File: config.mk
export PLATFORM = sky130hd
export DESIGN_NAME = transmisor_uart_configurable
export DESIGN_NICKNAME = d
export VERILOG_FILES = /design/src/rtl/transmisor_uart_configurable.sv
export SDC_FILE = /design/constraint.sdc
export NUM_CORES = 1
export LEC_CHECK = 0
export ABC_CLOCK_PERIOD_IN_PS = 2610
export CAP_MARGIN = 20
export CORE_ASPECT_RATIO = 1.5
export CORE_MARGIN = 10
export CORE_UTILIZATION = 37
export CTS_CLUSTER_SIZE = 25
export DETAILED_ROUTE_END_ITERATION = 10
export PLACE_DENSITY = 0.69
export SLEW_MARGIN = 20
export SYNTH_ARGS = -nofsm -noshare
export SYNTH_HDL_FRONTEND = slang
export SYNTH_SLANG_ARGS = --single-unit
File: constraint.sdc
create_clock -name reloj -period 2.61 [get_ports reloj]
set_input_delay 0.261 -clock reloj [delete_from_list [all_inputs] [get_ports reloj]]
set_output_delay 0.261 -clock reloj [all_outputs]
set_load 0.02 [all_outputs]
File: src/rtl/transmisor_uart_configurable.sv
// UART transmitter with configurable word length, parity mode and stop-bit count.
// Frame: start bit, LSB-first data, optional parity, one or two stop bits; all outputs registered.
module transmisor_uart_configurable #(
    parameter int unsigned CICLOS_POR_BIT = 10417,
    parameter int unsigned BITS_DATOS     = 8
) (
    input  logic                  reloj,
    input  logic                  reinicio,
    input  logic [BITS_DATOS-1:0] datosEntrada,
    input  logic                  datosValidos,
    output logic                  listo,
    input  logic [1:0]            modoParidad,
    input  logic                  dosBitsParada,
    output logic                  lineaTx,
    output logic                  ocupado,
    output logic                  tramaTerminada
);

    localparam int unsigned CNT_W = $clog2(CICLOS_POR_BIT);
    localparam int unsigned IDX_W = $clog2(BITS_DATOS + 1);
    localparam logic [CNT_W-1:0] CNT_MAX = CNT_W'(CICLOS_POR_BIT - 1);
    localparam logic [IDX_W-1:0] IDX_MAX = IDX_W'(BITS_DATOS - 1);

    typedef enum logic [2:0] {
        ESPERA  = 3'd0,
        INICIO  = 3'd1,
        DATOS   = 3'd2,
        PARIDAD = 3'd3,
        PARADA  = 3'd4
    } estado_t;

    estado_t               estado_q, estado_d;
    logic [CNT_W-1:0]      cnt_q, cnt_d;
    logic [IDX_W-1:0]      idx_q, idx_d;
    logic [BITS_DATOS-1:0] desp_q, desp_d;
    logic                  par_q, par_d;
    logic                  con_par_q, con_par_d;
    logic                  dos_q, dos_d;
    logic                  segunda_q, segunda_d;
    logic                  linea_q, linea_d;
    logic                  listo_q, listo_d;
    logic                  ocup_q, ocup_d;
    logic                  fin_q, fin_d;
    logic                  fin_bit;

    assign fin_bit = (cnt_q == CNT_MAX);

    // State and registered outputs
    always_ff @(posedge reloj or negedge reinicio) begin
        if (!reinicio) begin
            estado_q  <= ESPERA;
            cnt_q     <= '0;
            idx_q     <= '0;
            desp_q    <= '0;
            par_q     <= 1'b0;
            con_par_q <= 1'b0;
            dos_q     <= 1'b0;
            segunda_q <= 1'b0;
            linea_q   <= 1'b1;
            listo_q   <= 1'b0;
            ocup_q    <= 1'b0;
            fin_q     <= 1'b0;
        end else begin
            estado_q  <= estado_d;
            cnt_q     <= cnt_d;
            idx_q     <= idx_d;
            desp_q    <= desp_d;
            par_q     <= par_d;
            con_par_q <= con_par_d;
            dos_q     <= dos_d;
            segunda_q <= segunda_d;
            linea_q   <= linea_d;
            listo_q   <= listo_d;
            ocup_q    <= ocup_d;
            fin_q     <= fin_d;
        end
    end

    // Next state; output values are those for the cycle after the edge
    always_comb begin
        estado_d  = estado_q;
        cnt_d     = cnt_q;
        idx_d     = idx_q;
        desp_d    = desp_q;
        par_d     = par_q;
        con_par_d = con_par_q;
        dos_d     = dos_q;
        segunda_d = segunda_q;
        linea_d   = 1'b1;
        listo_d   = 1'b0;
        ocup_d    = 1'b1;

        case (estado_q)
            ESPERA: begin
                ocup_d  = 1'b0;
                listo_d = 1'b1;
                if (listo_q && datosValidos) begin
                    estado_d  = INICIO;
                    cnt_d     = '0;
                    idx_d     = '0;
                    desp_d    = datosEntrada;
                    par_d     = (^datosEntrada) ^ (modoParidad == 2'b10);
                    con_par_d = (modoParidad == 2'b01) || (modoParidad == 2'b10);
                    dos_d     = dosBitsParada;
                    segunda_d = 1'b0;
                    linea_d   = 1'b0;
                    listo_d   = 1'b0;
                    ocup_d    = 1'b1;
                end
            end
            INICIO: begin
                linea_d = 1'b0;
                if (fin_bit) begin
                    cnt_d    = '0;
                    estado_d = DATOS;
                    linea_d  = desp_q[0];
                end else begin
                    cnt_d = cnt_q + CNT_W'(1);
                end
            end
            DATOS: begin
                // desp_q[0] always holds the bit currently on the line
                linea_d = desp_q[0];
                if (fin_bit) begin
                    cnt_d = '0;
                    if (idx_q == IDX_MAX) begin
                        if (con_par_q) begin
                            estado_d = PARIDAD;
                            linea_d  = par_q;
                        end else begin
                            estado_d = PARADA;
                            linea_d  = 1'b1;
                        end
                    end else begin
                        idx_d   = idx_q + IDX_W'(1);
                        desp_d  = desp_q >> 1;
                        linea_d = desp_q[1];
                    end
                end else begin
                    cnt_d = cnt_q + CNT_W'(1);
                end
            end
            PARIDAD: begin
                linea_d = par_q;
                if (fin_bit) begin
                    cnt_d    = '0;
                    estado_d = PARADA;
                    linea_d  = 1'b1;
                end else begin
                    cnt_d = cnt_q + CNT_W'(1);
                end
            end
            PARADA: begin
                if (fin_bit) begin
                    cnt_d = '0;
                    if (dos_q && !segunda_q) begin
                        segunda_d = 1'b1;
                    end else begin
                        estado_d  = ESPERA;
                        segunda_d = 1'b0;
                        ocup_d    = 1'b0;
                        listo_d   = 1'b1;
                    end
                end else begin
                    cnt_d = cnt_q + CNT_W'(1);
                end
            end
            default: begin
                estado_d  = ESPERA;
                cnt_d     = '0;
                idx_d     = '0;
                segunda_d = 1'b0;
                ocup_d    = 1'b0;
            end
        endcase
    end

    // Pulse lands on the last cycle of the final stop bit
    assign fin_d = (estado_d == PARADA) && (cnt_d == CNT_MAX) && (!dos_q || segunda_d);

    assign lineaTx        = linea_q;
    assign listo          = listo_q;
    assign ocupado        = ocup_q;
    assign tramaTerminada = fin_q;

endmodule

Figure 1. Placed standard cells (run 1).
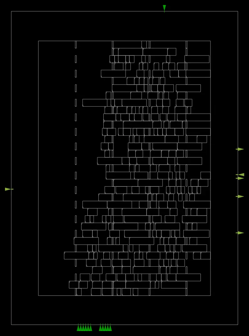
floorplan core area: 6130 sq um
flop count: 37
number of filler instances in the final layout: 609
Site Rows: 35

Figure 2. Cells colored by class (run 1).
Scale: 4 px per um.
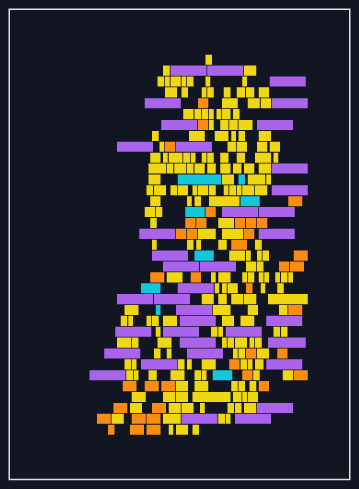
other buffers and delay cells: drawn in orange, cells 38. clock drivers and dummy loads: drawn in cyan, cells 8. all other logic: drawn in yellow, cells 192. flip-flops: drawn in purple, cells 37.

Figure 3. The metal 3 layer (run 1).
Scale: 2 px per um.
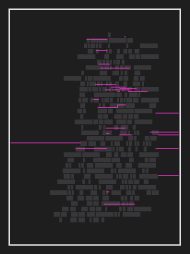
The layer holds 4.4% of the routed length. The layer carries 240 um of wire. The wires run mostly horizontal. The longest straight run is 34.7 um. 20 nets have wire on it.

==> notes.md, run 1 <==
Physical implementation.

- The run finished with clean final reports.
- Per the timing report, the most critical flop-to-flop path finishes at tramaTerminada.
- In the Yosys stats the netlist draws on ~58 distinct library cells.
- The final design instance area without fill is 2730 sq um.
- According to the timing report, the data required time at the worst endpoint equals ~2.8 ns.
- Endpoints failing hold in the final report were tallied at 0.
- The switching portion of total power is 0.210.
- The largest cell class by area is combinational gates.
- According to the I/O placement log, the pin count is 18.
- In the global route stage, overall resource usage came out at 0.108.
- The chip area line in the Yosys stat output reads between 2000 and 2500 sq um.
- The routed design could run at a clock period as short as roughly 2.5 ns.
- The net count entering floorplan is 263.
- The via count of the first global-routing pass is around 1,900.
- Per the layout area report, the sequential fraction of cell area is 0.340.
- The met2 wire length is approximately 2900 um.
- Clock buffers in the final layout number 6.
- The final timing summary puts the cycle share of the worst path at 0.957.
- The logic share of the area is 0.454.
- Once the clock tree was built, the setup fixing pass inserted 0 buffers.
- In the synthesized netlist the dominant register cell turns out to be sky130_fd_sc_hd__dfrtp_1.
- The global routing report lists met2 layer usage as 0.206.
- The sequential share of the synthesized area is 0.398.
- The root buffer selected by CTS is sky130_fd_sc_hd__clkbuf_8.
- The design received a total of 74 well taps at floorplan.
- The violation tally from detailed-route iteration zero is ~170.
- The top cell type in the final layout, fill and taps aside, is sky130_fd_sc_hd__dfrtp_1.
- The largest single stage delay on the critical path is between 0.4 and 0.5 ns.
- Setup slack on the worst reg-to-reg path comes out at 0.11 ns.
- The routed via count is around 1,900.
- The flow reports an fmax of approximately 400 MHz.
- The largest combinational cell category by area is simple AND/OR/NAND/NOR gates.
- Of the total synthesized cell area, the portion taken by full adders, half adders and majority gates is 0.0215.
- Max-cap violations in this run came to 0.
- Of all flip-flops after synthesis, the portion carrying an async set or reset was 1.00.
- The largest registers in the layout are cnt_q (14), desp_q (8), idx_q (4).
- The fraction of layout cells with a size suffix above 1 is 0.178.
- Of the post-synthesis cell area, the dominant cell type holds 0.387.
- The number of hold buffers added after CTS was 0.
- Per the OpenROAD floorplan log, the height of the die is between 100 and 150 um.
- The TritonCTS clock tree is built.
- After layout, the setup clock skew is reported as around 0.005 ns.
- The number of antenna violations at the first check in global routing is 0.
-- run 1: power by group through the flow --
stage | Clock (W) | Combinational, W | Sequential [W]
2_1_floorplan | 0 | 0.0000260 | 0.000584
3_3_place_gp | 0 | 0.0000618 | 0.000584
3_5_place_dp | 0 | 0.0000638 | 0.000584
4_1_cts | 0.000501 | 0.0000639 | 0.000573
5_1_grt | 0.000530 | 0.0000687 | 0.000573
6_report | 0.000492 | 0.0000618 | 0.000573
-- run 1: critical path: cells and delay by family, from the launching register on --
kind / cells / cell delay [ns]
and+or+nand+nor: 5 / 1.28
DFF: 1 / 0.40
AOI/OAI and AO/OA: 1 / 0.34
buffers and inverters: 2 / 0.26
adders and majority gates: 1 / 0.13
==> run 1 -> run 2 <==
--- a/config.mk
+++ b/config.mk
@@ -17,3 +17,4 @@
 export SYNTH_ARGS = -nofsm -noshare
 export SYNTH_HDL_FRONTEND = slang
 export SYNTH_SLANG_ARGS = --single-unit
+export TNS_END_PERCENT = 10
Figure 4. Where the registers sit (run 2).
Scale: 3 px per um. Other sequential cells in the stronger gray, the rest of the logic in the fainter gray.
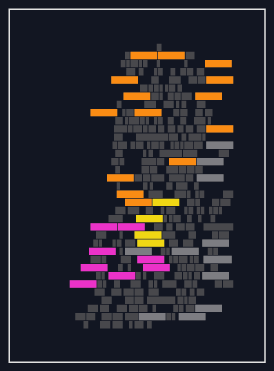
`desp_q`: drawn in magenta, sequential cells 8, where bottom center. `cnt_q`: drawn in orange, sequential cells 14. `idx_q`: drawn in yellow, sequential cells 4.
Another 11 sequential cells are not colored.

Figure 5. Cells colored by class (run 2).
Scale: 4 px per um.
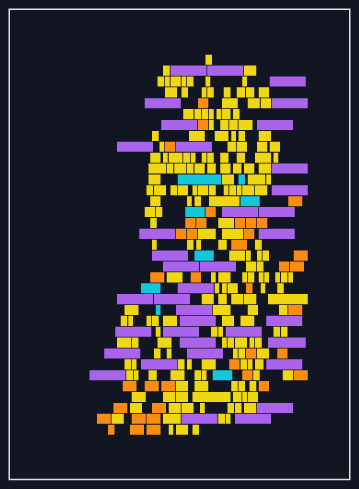
post-layout util: 0.445
area of all placed cells without fillers: 2730 sq um

==> notes.md, run 2 <==
Physical implementation.

- The post-layout period usage of the worst path is 0.957.
- The floorplan step defined a core boundary enclosing about 6100 sq um.
- Fill cells in the final layout number roughly 600.
- According to the floorplan log, the row count is 35.
- The minimum period implied by the final worst setup slack is ~2.5 ns.
- The root buffer selected by CTS is sky130_fd_sc_hd__clkbuf_8.
- The layout summary lists the proportion of cells stronger than drive strength 1 as 0.178.
- TritonCTS built the clock tree.
- The number of hold buffers added after CTS was 0.
- Combinational cells consume a total of between 0.00006 and 0.00007 W.
- The data required time of the critical path is around 2.8 ns.
- The largest registers in the layout are cnt_q (14), desp_q (8), idx_q (4).
- The endpoint of the lowest-slack register-to-register path is tramaTerminada.
- The most common flop cell mapped by yosys is sky130_fd_sc_hd__dfrtp_1.
- Yosys reports a chip area of 2330 sq um.
- The logic share of the area is 0.454.
- The largest combinational cell category by area is simple AND/OR/NAND/NOR gates.
- The met2 wire length is about 2900 um.
- The unique cell type count in the Yosys netlist is a little under 60.
- The overall track demand over capacity in global routing is 0.108.
- In this run, the synthesized area fraction spent on adder and majority cells is recorded as 0.0215.
- In the power breakdown, the biggest contributor is registers.
- The run finished with clean final reports.
- The net count entering floorplan is 263.
- Yosys reported that registers with async set or reset make up 1.00.
- The first routing iteration left 165 violations.
- The sequential share of the synthesized area is 0.398.
- The flop share of the area is 0.340.
- There are 37 flip-flops and latches.
Figure 6. Placed standard cells (run 2).
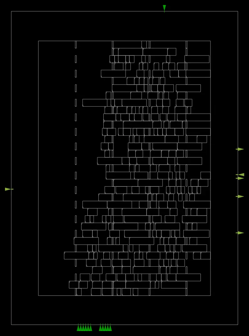
num tapcells: 74
final std cells w/o fill: 349

[run 2: cell counts in the layout (fill, tap and decap cells not counted)]
Identical to the previous run, type by type.
[run 2: critical path, stage by stage, from the launching register on]
cell and delay, ns:
sky130_fd_sc_hd__dfrtp_1 0.40, sky130_fd_sc_hd__inv_2 0.07, sky130_fd_sc_hd__ha_1 0.13, sky130_fd_sc_hd__or4bb_4 0.47, sky130_fd_sc_hd__nor4_4 0.30, sky130_fd_sc_hd__buf_4 0.19
sky130_fd_sc_hd__nor2_4 0.07, sky130_fd_sc_hd__a221o_1 0.34, sky130_fd_sc_hd__nand4bb_1 0.20, sky130_fd_sc_hd__nor4_2 0.24
[run 2: timing repair]
action | CTS | global route
endpoints found under the setup margin | 0 | 9
resized | 0 | 5
setup buffers | 0 | 7
==> run 2 -> run 3 <==
--- a/config.mk
+++ b/config.mk
@@ -12,7 +12,8 @@
 export CORE_UTILIZATION = 37
 export CTS_CLUSTER_SIZE = 25
 export DETAILED_ROUTE_END_ITERATION = 10
-export PLACE_DENSITY = 0.69
+export DONT_BUFFER_PORTS = 1
+export PLACE_DENSITY = 0.65
 export SLEW_MARGIN = 20
 export SYNTH_ARGS = -nofsm -noshare
 export SYNTH_HDL_FRONTEND = slang
==> notes.md, run 3 <==
Physical implementation.

- The via count of the first global-routing pass is slightly below 2,000.
- The most frequent standard cell in the layout excluding fill and tap cells is sky130_fd_sc_hd__dfrtp_1.
- Counting distinct cell types in the post-synthesis netlist gives approximately 58.
- TritonCTS built the clock tree.
- The most common flop cell mapped by yosys is sky130_fd_sc_hd__dfrtp_1.
- The number of antenna violations at the first check in global routing is 0.
- The type of the tightest min-delay check is input pin to register.
- The switching portion of total power is 0.214.
- The area share of the leading cell type in the synthesized netlist is 0.387.
- The power attributed to combinational cells is around 0.000045 W.
- In the final layout, the registers with the most flip-flops are cnt_q (14), desp_q (8), idx_q (4).
- The worst setup skew after layout is approximately 0.015 ns.
- The maximum cell stage delay along the critical path is 0.46 ns.
- The vertical die dimension is 117 um.
- The endpoint of the lowest-slack register-to-register path is tramaTerminada.
- In the final layout, the share of cells above drive strength 1 is 0.180.
- The final hold violation count is 0.
- The critical path goes through inv_1 > ha_1 > or4bb_4 > nor4_4 > buf_4 > buf_6 > nor3b_1 > o21a_1 > nand4bb_4 > nor4_4.
- For the sequential group, total power comes out at between 0.0005 and 0.0006 W.
- Based on the critical path, the design can be clocked at up to between 300 and 400 MHz.
- The violation tally from detailed-route iteration zero is between 100 and 150.
- Of all power groups, the one with the highest power is registers.
- The kind of start point of the critical path is a register.
- The synthesis report gives the async set-or-reset register share as 1.00.
- The warning total across the stage logs is 28.
- For the worst setup path, the data required time is approximately 2.8 ns.
- Setup slack on the worst reg-to-reg path comes out at 0.04 ns.
- The routed design uses just under 3000 um of met2 wire.
- The sequential share of the synthesized area is 0.398.
- The number of maximum-capacitance violations recorded for the run is 0.
- In the global route stage, overall resource usage came out at 0.116.
- The area of the synthesized netlist per yosys stat is roughly 2300 sq um.
- For reference, the final report shows the max-slew violation count at 0.
- The final report gives the standard cell area, fillers excluded, as ~2600 sq um.
- The post-DP HPWL is ~4000 um.
- The critical path's slowest cell is sky130_fd_sc_hd__or4bb_4.
- The maximum fanout along the worst path is 6.
- The root buffer selected by CTS is sky130_fd_sc_hd__clkbuf_8.
- The minimum period implied by the final worst setup slack is 2.57 ns.
- The die area is 9930 sq um.
- The flow ran to the end, and the final reports show no timing, DRC or antenna violations.
- The standard cell core area is 6130 sq um.
- The cell count along the critical path is 10.
- The critical path is of the register to register type.
- The net count entering floorplan is about 260.
- The routed layout has approximately 1,900 vias.
- The critical path's top delay family is simple AND/OR/NAND/NOR gates.
- The total I/O pin count is 18.
## run 3: cell counts after synthesis
Identical to the previous run, type by type.
## run 3: logic make-up (layout without fill, tap and decap cells)
family	Yosys count	after routing	synth area share
AOI/OAI and AO/OA	67	67	0.199
xor gates and xnor gates	14	14	0.0527
adders and majority gates	4	4	0.0215
DFF	37	37	0.398
and+or+nand+nor	88	88	0.214
muxes	9	9	0.0398
buffers and inverters	26	36	0.0742
## run 3: area by class of cell
type | count | area, sq um
multi-input cells | 182 | 1260
flip-flops and latches | 37 | 927
repair buffers | 18 | 154
clock buffers | 6 | 82.6
inverters | 10 | 37.5
well taps | 74 | 92.6
fillers | 623 | 3540
clock inverters | 2 | 37.5
Figure 7. Cells colored by class (run 3).
Scale: 4 px per um.
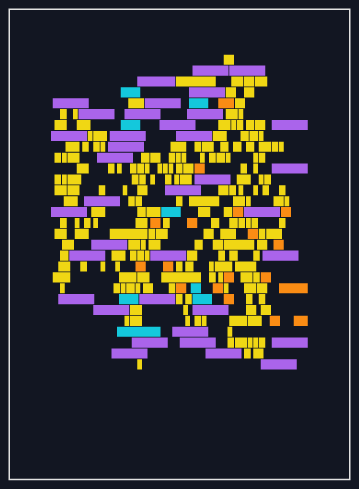
all other logic: drawn in yellow, cells 192. clock drivers and dummy loads: drawn in cyan, cells 8. other buffers and delay cells: drawn in orange, cells 18. flip-flops: drawn in purple, cells 37.

Figure 8. Placed standard cells (run 3).
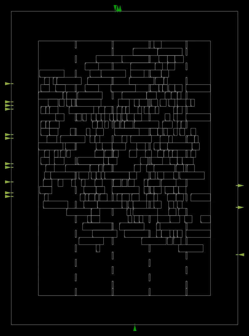
Seq area share: 0.358
number of filler instances in the final layout: 623
final std cells w/o fill: 329
post-layout util: 0.422

Figure 9. Cells by drive strength (run 3).
Scale: 3 px per um.
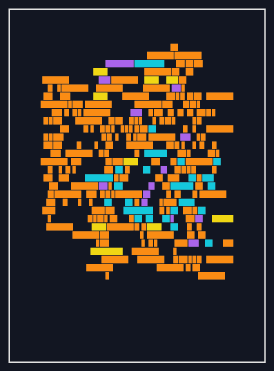
drive 3 to 4: drawn in cyan, cells 24, share 9.4%. drive 2: drawn in purple, cells 13, share 5.1%. drive 6 and up: drawn in yellow, cells 9, share 3.5%. drive 1 or less: drawn in orange, cells 209, share 82%.

No activity file was given, so power comes from the tool's default toggle rates.
